==> run_1/placed.png <==
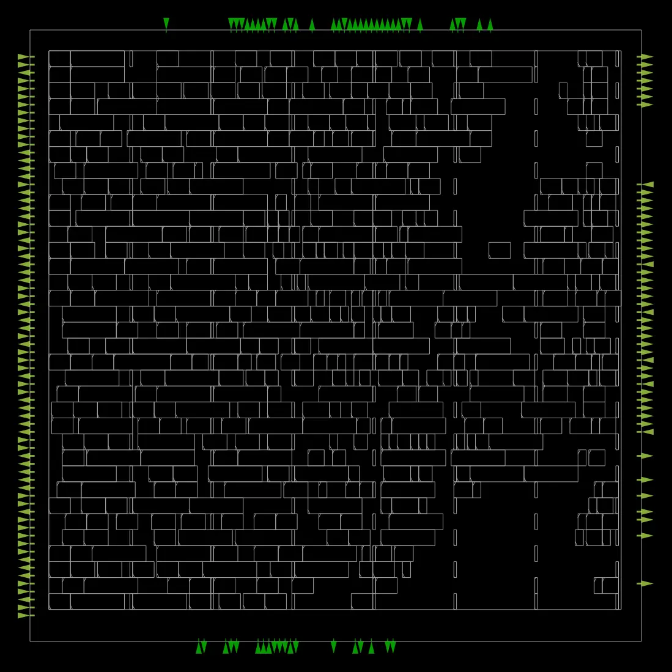
==> run_1/port_trees.png <==
Scale bar: 20 um.
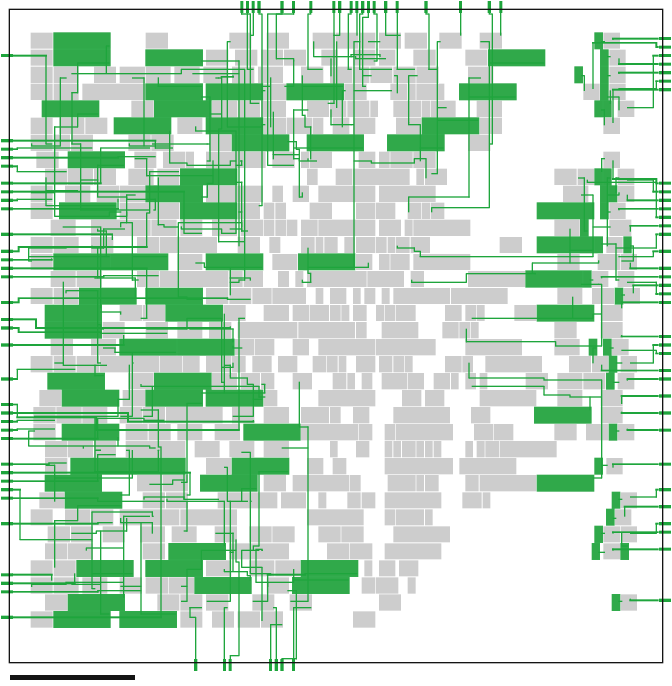
==> run_1/floorplan.png <==
Scale bar: 20 um. Pins as bars on the die edge. Tap cells in gray.
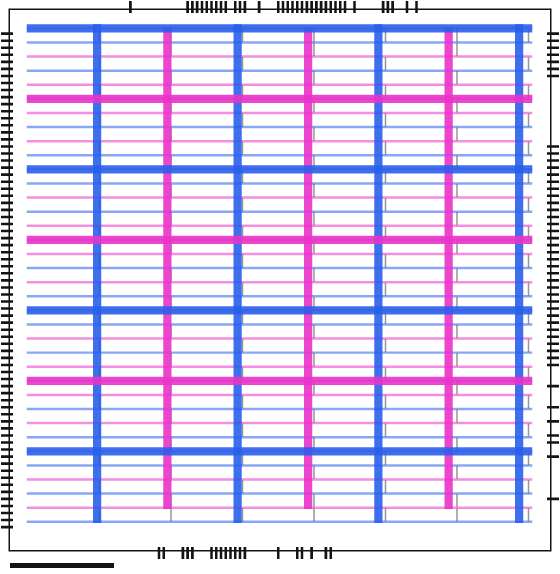
==> run_1/class_map.png <==
Fill, decap, tap and diode cells in gray.
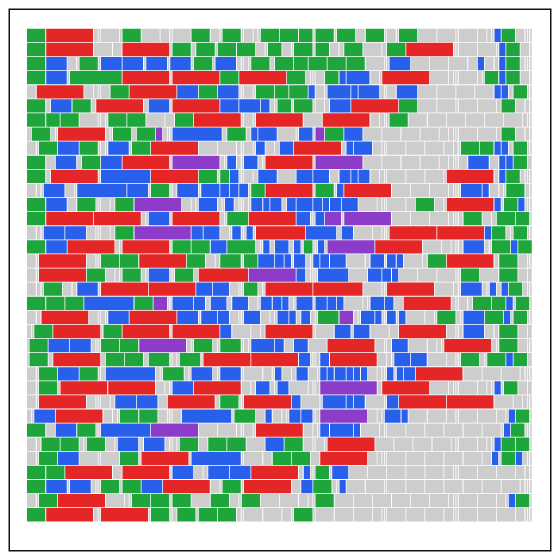
$ cat src/rtl/pmc_frame_encoder.sv
// PMC frame encoder: latches one transaction result into a 96-bit frame and
// streams it MSB byte first to a byte-wide UART transmitter over valid/ready.
module pmc_frame_encoder #(
  parameter logic [7:0]  START_BYTE = 8'h0F,
  parameter logic [7:0]  END_BYTE   = 8'hF0,
  parameter logic [15:0] HDR_READ   = 16'h0001,
  parameter logic [15:0] HDR_WRITE  = 16'h0002,
  parameter logic [7:0]  ERR_CODE   = 8'h01,
  parameter int unsigned GAP_CYCLES = 0
) (
  input  logic        clk,
  input  logic        reset,
  input  logic        iReq,
  input  logic        iRead,
  input  logic        iWrite,
  input  logic [23:0] iAddr,
  input  logic [31:0] iData,
  input  logic        iError,
  output logic        oReady,
  output logic [95:0] oMsg,
  output logic [7:0]  oTxByte,
  output logic        oTxValid,
  input  logic        iTxReady,
  output logic        oBusy,
  output logic        oDone
);

  typedef enum logic [1:0] {
    IDLE,
    SEND,
    DONE,
    GAP
  } state_t;

  localparam logic [7:0] GAP_LOAD = GAP_CYCLES[7:0];
  localparam logic [3:0] LAST_IDX = 4'd11;

  state_t      state;
  state_t      state_next;
  logic [3:0]  idx;
  logic [3:0]  idx_next;
  logic [3:0]  idx_dec;
  logic [7:0]  gap_cnt;
  logic [7:0]  gap_next;
  logic [95:0] msg_next;
  logic [7:0]  byte_next;
  logic        valid_next;
  logic        done_next;

  logic        is_read;
  logic        is_write;
  logic [15:0] header;
  logic [7:0]  err_byte;
  logic [95:0] new_frame;
  logic        transfer;
  logic [7:0]  following_byte;

  // Ambiguous operations (both or neither of read/write) carry an empty
  // header and are always flagged as errors so the far end rejects them.
  assign is_read   = iRead & ~iWrite;
  assign is_write  = iWrite & ~iRead;
  assign header    = is_read ? HDR_READ : (is_write ? HDR_WRITE : 16'h0000);
  assign err_byte  = (iError | (iRead == iWrite)) ? ERR_CODE : 8'h00;
  assign new_frame = {START_BYTE, header, iData, iAddr, err_byte, END_BYTE};

  assign transfer       = oTxValid & iTxReady;
  assign idx_dec        = idx - 4'd1;
  assign following_byte = oMsg[{idx_dec, 3'b000} +: 8];

  assign oReady = (state == IDLE);
  assign oBusy  = (state != IDLE);

  // NOTE: every output of this block gets a default first, so no path can
  // leave a variable unassigned and infer a latch.
  always_comb begin
    state_next = state;
    msg_next   = oMsg;
    byte_next  = oTxByte;
    valid_next = oTxValid;
    done_next  = 1'b0;
    idx_next   = idx;
    gap_next   = gap_cnt;

    case (state)
      IDLE: begin
        if (iReq) begin
          msg_next   = new_frame;
          byte_next  = START_BYTE;
          valid_next = 1'b1;
          idx_next   = LAST_IDX;
          state_next = SEND;
        end
      end
      SEND: begin
        if (transfer) begin
          if (idx != 4'd0) begin
            idx_next  = idx_dec;
            byte_next = following_byte;
          end else begin
            valid_next = 1'b0;
            done_next  = 1'b1;
            state_next = DONE;
          end
        end
      end
      DONE: begin
        if (GAP_LOAD == 8'd0) begin
          state_next = IDLE;
        end else begin
          gap_next   = GAP_LOAD;
          state_next = GAP;
        end
      end
      GAP: begin
        gap_next = gap_cnt - 8'd1;
        if (gap_cnt == 8'd1) state_next = IDLE;
      end
      default: state_next = IDLE;
    endcase
  end

  // NOTE: sequential state uses non-blocking assignments so every register
  // samples the pre-edge values regardless of statement order.
  always_ff @(posedge clk or negedge reset) begin
    if (!reset) begin
      state    <= IDLE;
      oMsg     <= '0;
      oTxByte  <= '0;
      oTxValid <= 1'b0;
      oDone    <= 1'b0;
      idx      <= LAST_IDX;
      gap_cnt  <= '0;
    end else begin
      state    <= state_next;
      oMsg     <= msg_next;
      oTxByte  <= byte_next;
      oTxValid <= valid_next;
      oDone    <= done_next;
      idx      <= idx_next;
      gap_cnt  <= gap_next;
    end
  end

endmodule

$ cat config.mk
export PLATFORM = sky130hd
export DESIGN_NAME = pmc_frame_encoder
export DESIGN_NICKNAME = d
export VERILOG_FILES = /design/src/rtl/pmc_frame_encoder.sv
export SDC_FILE = /design/constraint.sdc
export NUM_CORES = 1
export LEC_CHECK = 0
export CAP_MARGIN = 5
export CORE_MARGIN = 3
export CORE_UTILIZATION = 44
export CTS_BUF_LIST = sky130_fd_sc_hd__clkbuf_16
export DETAILED_ROUTE_END_ITERATION = 8
export GPL_TIMING_DRIVEN = 0
export PLACE_DENSITY = 0.81
export SETUP_SLACK_MARGIN = 0.4
export SLEW_MARGIN = 20
export SYNTH_ARGS = -nofsm -noshare
export SYNTH_HDL_FRONTEND = slang
export SYNTH_SLANG_ARGS = --single-unit
$ cat constraint.sdc
create_clock -name clk -period 3.16 [get_ports clk]
set_input_delay 0.316 -clock clk [delete_from_list [all_inputs] [get_ports clk]]
set_output_delay 0.316 -clock clk [all_outputs]
set_load 0.02 [all_outputs]
==> notes.md, run 1 <==
- outcome: finished, final reports clean
- synthesis area per yosys: 4240 um^2
- Clock transition at path regs: 0.06 ns
- layout cell share with drive strength beyond 1: 26.4%
- number of unique standard cell types used by synthesis: 44
- total die area: 10900 um^2
- internal cell power: 1.89 mW
- Yosys warning count: 0
- total grt overflow: 0
- skew final: 0.00748 ns
- reg2reg setup slack: 0.45 ns
- register area share after synthesis: 49.6%
- diode insertion count for antenna repair: 0
- wire length on met2: 5.37 mm
- post-DR vias/cell: 5.02
- maximum level of the CTS H-tree: 3
- Flops after synth: 84
- final standard cell area without fillers: 6280 um^2
- vias in the first global route: 3401
- worst endpoint required time: 3.36 ns
- signed area change from the synthesized netlist to the final layout: 48.2%
- antenna-violating nets left: 0
- clock sink count: 84
- logic area: 1810 um^2
- Layout fillers: 704
- setup repair after global routing missed its margin: true
- Design Power: 2.42 mW
- post-synth tally of flip-flops with integrated enable: 0
- startpoint of the worst hold path: oTxByte[6]
- top library cells by usage in the layout, fill and taps aside: 140 x sky130_fd_sc_hd__clkdlybuf4s50_1, 81 x sky130_fd_sc_hd__dfrtp_1, 58 x sky130_fd_sc_hd__mux2_2
- CP endpoint kind: register
- synthesized cell area: 4240 um^2
- gate count after technology mapping: 336
- synthesized area per cell: 12.6 um^2
- number of placed cells counting well taps: 635
- number of I/O pins: 171
- sequential fraction of design power: 44.8%
- switching part of the total: 21.9%
- Final GP Congestion: 0.775
- non-filler instance count after layout: 652
- Post-DP HPWL: 8.45 mm
- worst setup slack after layout: 0.446 ns
- Slew @ Worst Pin: 0.551 ns
- Post-DP Area: 5940 um^2
- wire length reported by the detailed router: 11.1 mm
- cell at the root of the clock tree: sky130_fd_sc_hd__clkbuf_16
- hold violation total from the final report: 0
Notes on placed.png above:
share of the core filled with cells in the final layout: 67.7%
floorplan row count: 35

Notes on port_trees.png above:
oMsg -> green  # bits 96, direction output, edge 35 right, 34 left, 20 top, 7 bottom, end cells 89, buffers 103, wire 3330 um

Notes on floorplan.png above:
VSS -> blue
VDD -> magenta
met5 straps = 7
met4 straps = 7
met1 rails = 36
rows = 35
floorplan core area: 9280 um^2
vertical die dimension: 104 um
width of the die: 104 um
peak supply drop: 0.000242 V

Notes on class_map.png above:
remaining logic cells -> blue  # cells 229, share of their area 30%
registers -> red  # cells 84, share of their area 34%
remaining buffers and delay cells -> green  # cells 194, share of their area 30%
clock drivers and dummy loads -> purple  # cells 16, share of their area 5.2%

[run 1: per-stage QoR]
| step | hold slack, ns | TNS, ns |
|---|---|---|
| after floorplan | 0.0204 | 0 |
| after global placement | 0.459 | -98.31 |
| after detailed placement | 0.330 | 0 |
| after CTS | 0.483 | 0 |
| after global routing | 0.506 | 0 |
| final | 0.479 | 0 |
[run 1: worst max-delay path by stage]
stage | startpoint | end | slack, ns | cells after the start
floorplan | idx[0] | oTxByte[0] | 0.77 | 11
global placement | reset | gap_cnt[6] | -1.21 | 1
detailed placement | idx[0] | oTxByte[7] | 0.33 | 11
CTS | idx[0] | oTxByte[0] | 0.41 | 11
global route | idx[0] | oTxByte[0] | 0.37 | 12
finish | idx[0] | oTxByte[5] | 0.45 | 10
[run 1: sequential cells by signal, summed over array words and instances (netlist names)]
register / cells
oMsg: 60
gap_cnt: 8
oTxByte: 8
idx: 4
state: 2
oDone: 1
oTxValid: 1
[run 1: kinds of logic (layout without fill, tap and decap cells)]
kind of cell    after synthesis  after routing  share of synthesized area, %
compound gates               48             48                          7.49
xor+xnor                      9              9                          2.04
fa+ha+maj                     5              5                          1.47
buf+inv                      59            218                          10.3
flops                        84             84                          49.6
mux                          73             73                          22.0
other cells                   1             29                        0.0884
simple gates                 57             57                          6.99
[run 1: power by group through the flow]
stage          clock (mW)  sequential, mW  combinational, mW
2_1_floorplan           0            1.11             0.0945
3_5_place_dp            0            1.10              0.218
6_report             1.12            1.08              0.221
5_1_grt              1.18            1.08              0.238
4_1_cts              1.13            1.08              0.220
3_3_place_gp            0            1.10              0.211
[run 1: layer usage]
| layer | global-route usage, % | vias up |
|---|---|---|
| met4 | 5.51 | 0 |
| li1 | - | 1502 |
| met1 | 24.4 | 1596 |
| met2 | 35.0 | 163 |
| met5 | 0 | - |
| met3 | 10.1 | 11 |
[run 1: Yosys cell counts, drive strengths merged (5+ instances only)]
cell / instances / area [um^2]
dfrtp: 81 / 2030
o21ai: 9 / 45.0
inv: 8 / 30.0
nand2: 16 / 60.1
buf: 51 / 405
mux2i: 7 / 70.1
mux4: 8 / 210
xor2: 5 / 51.3
ha: 5 / 62.6
a21oi: 12 / 60.1
nor2: 13 / 48.8
mux2: 58 / 653
[run 1: worst max-delay path, cell delays in order (launching register included)]
cell and delay (ns):
sky130_fd_sc_hd__dfstp_2 0.53, sky130_fd_sc_hd__buf_6 0.16, sky130_fd_sc_hd__buf_8 0.15, sky130_fd_sc_hd__buf_2 0.21, sky130_fd_sc_hd__inv_1 0.08, sky130_fd_sc_hd__ha_1 0.30
sky130_fd_sc_hd__clkbuf_4 0.20, sky130_fd_sc_hd__buf_6 0.17, sky130_fd_sc_hd__a211o_1 0.22, sky130_fd_sc_hd__a221oi_1 0.40, sky130_fd_sc_hd__o31ai_1 0.15
[run 1: repair_timing]
action / 4_1_cts / 5_1_grt
hold buffers: 1 / 0
hold endpoints to repair: 36 / 0
resized: 2 / 3
setup endpoints to repair: 5 / 5
[run 1: final cells by class]
type                    instances  area share, %
flip-flops and latches         84           33.5
clock buffers                   9           3.58
clock inverters                 7           1.47
multi-input cells             221           28.8
well taps                     129           2.57
repair buffers                143           23.0
inverters                       8          0.478
plain buffers                  51           6.61
==> inputs of run 2 (changes only) <==
- GPL_TIMING_DRIVEN: 0 -> 1
==> run 2 against run 1 <==
Sequential share of layout area increased by 2.6 points. Via count decreased by 4.3%. Synthesized cell count stayed put. Critical path type unchanged. Largest power group is now registers. Highest routed layer unchanged.
==> notes.md, run 2 <==
- CP endpoint kind: register
- top library cells by usage in the layout, fill and taps aside: 140 x sky130_fd_sc_hd__clkdlybuf4s50_1, 81 x sky130_fd_sc_hd__dfrtp_1, 58 x sky130_fd_sc_hd__mux2_2
- vertical die dimension: 104 um
- diode insertion count for antenna repair: 0
- post-synth tally of flip-flops with integrated enable: 0
- hold bufs inserted after CTS: 0
- worst setup slack after layout: 0.733 ns
- number of unique standard cell types used by synthesis: 44
- ranking of synthesized cells by instance count: 81 x sky130_fd_sc_hd__dfrtp_1, 58 x sky130_fd_sc_hd__mux2_2, 39 x sky130_fd_sc_hd__buf_4
- Post-DP HPWL: 7.49 mm
- outcome: finished, final reports clean
- synthesis area per yosys: 4240 um^2
- antenna-violating nets left: 0
- Design Power: 2.25 mW
- clock sink count: 84
- register area share after synthesis: 49.6%
- wire length reported by the detailed router: 10.4 mm
- Post-DP Area: 5560 um^2
- post-route worst hold slack: 0.0243 ns
- synthesized cell area: 4240 um^2
- library cell with the highest instance count after synthesis: sky130_fd_sc_hd__dfrtp_1
- post-DR vias/cell: 5.19
- final standard cell area without fillers: 5840 um^2
- peak supply drop: 0.000292 V
- floorplan core area: 9280 um^2
- registers with the most flip-flops: oMsg: 60 flops, gap_cnt: 8 flops, oTxByte: 8 flops
- worst endpoint required time: 3.39 ns
- register with the most flip-flops: oMsg
- total negative slack for setup checks: 0 ns
- Yosys warning count: 0
- total grt overflow: 0
- layout cell share with drive strength beyond 1: 19.0%
- share of the core filled with cells in the final layout: 62.9%
- gate count after technology mapping: 336
- biggest area consumer among synthesized cells: sky130_fd_sc_hd__dfrtp_1
- Slew @ Worst Pin: 0.762 ns
- flip-flop count of the largest register, all copies and words added: 60
- skew final: 0.00719 ns
- synthesized area per cell: 12.6 um^2
- number of placed cells counting well taps: 587
- setup repair after global routing missed its margin: false
- Final GP Congestion: 0.789
==> run 2: cell type report <==
class | count | share of cell area (%)
clock buffer | 9 | 3.86
clock inverter | 7 | 0.879
inverter | 8 | 0.515
multi-input combinational | 221 | 31.0
sequential | 84 | 36.1
tap | 129 | 2.77
timing repair buffer | 145 | 24.9
==> run 2: logic make-up after synthesis <==
| logic type | count (synthesis) | synth area share (%) |
|---|---|---|
| compound gates | 48 | 7.49 |
| flops | 84 | 49.6 |
| buf+inv | 59 | 10.3 |
| xor+xnor | 9 | 2.04 |
| simple gates | 57 | 6.99 |
| mux | 73 | 22.0 |
| fa+ha+maj | 5 | 1.47 |
| other cells | 1 | 0.0884 |
==> run 2: report_power, final <==
group | switching, mW | internal, mW
sequential | 0.00356 | 1.08
combinational | 0.0903 | 0.0872
clock | 0.457 | 0.536
total | 0.551 | 1.70
==> run 2: critical path: stages (launching register included) <==
cell and delay, ns:
sky130_fd_sc_hd__dfstp_2 0.58, sky130_fd_sc_hd__inv_1 0.08, sky130_fd_sc_hd__ha_1 0.57, sky130_fd_sc_hd__buf_4 0.31, sky130_fd_sc_hd__mux4_1 0.33, sky130_fd_sc_hd__a21oi_1 0.18, sky130_fd_sc_hd__o221ai_1 0.14, sky130_fd_sc_hd__o21a_1 0.13
==> run 2: metal layers <==
metal  GRT usage, %  vias to the layer above  routed length, um
met5              0                        -                  0
met4           7.22                        0                167
met3           7.14                       13               1020
met2           30.0                      157               4830
met1           25.8                     1556               4400
li1               -                     1405                  -
==> run 2: worst paths after layout <==
kind | startpoint | endpoint | slack [ns]
max | idx[1] | oTxByte[1] | 0.73
min | reset | oMsg[32] | 0.02
max reg2reg | idx[1] | oTxByte[1] | 0.73
min reg2reg | oTxByte[5] | oTxByte[5] | 0.48
max in group asynchronous | reset | oMsg[70] | 2.61
min in group clk | oTxByte[5] | oTxByte[5] | 0.48
==> run_2/port_trees.png <==
Scale bar: 20 um.
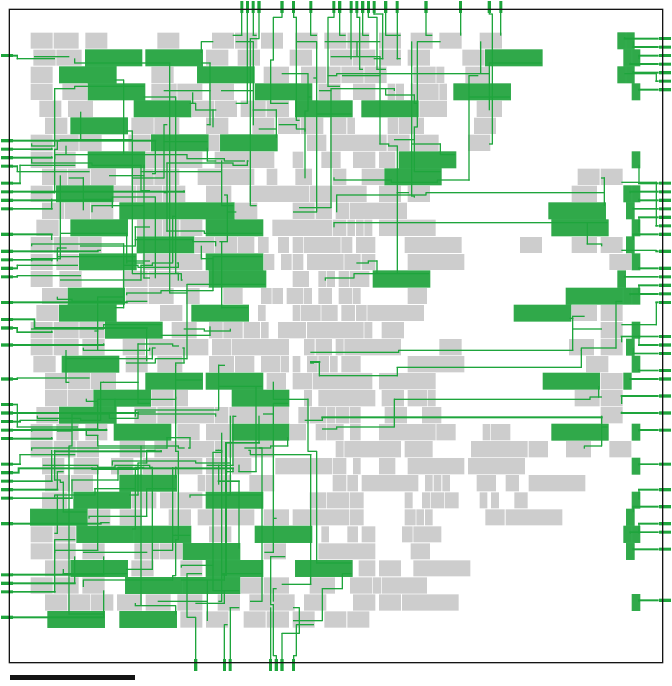
oMsg -> green  # bits 96, direction output, edge 35 right, 34 left, 20 top, 7 bottom, end cells 89, buffers 67, wire 3360 um
# port buffers: 141
number of I/O pins: 171

No activity file was given, so power comes from the tool's default toggle rates.
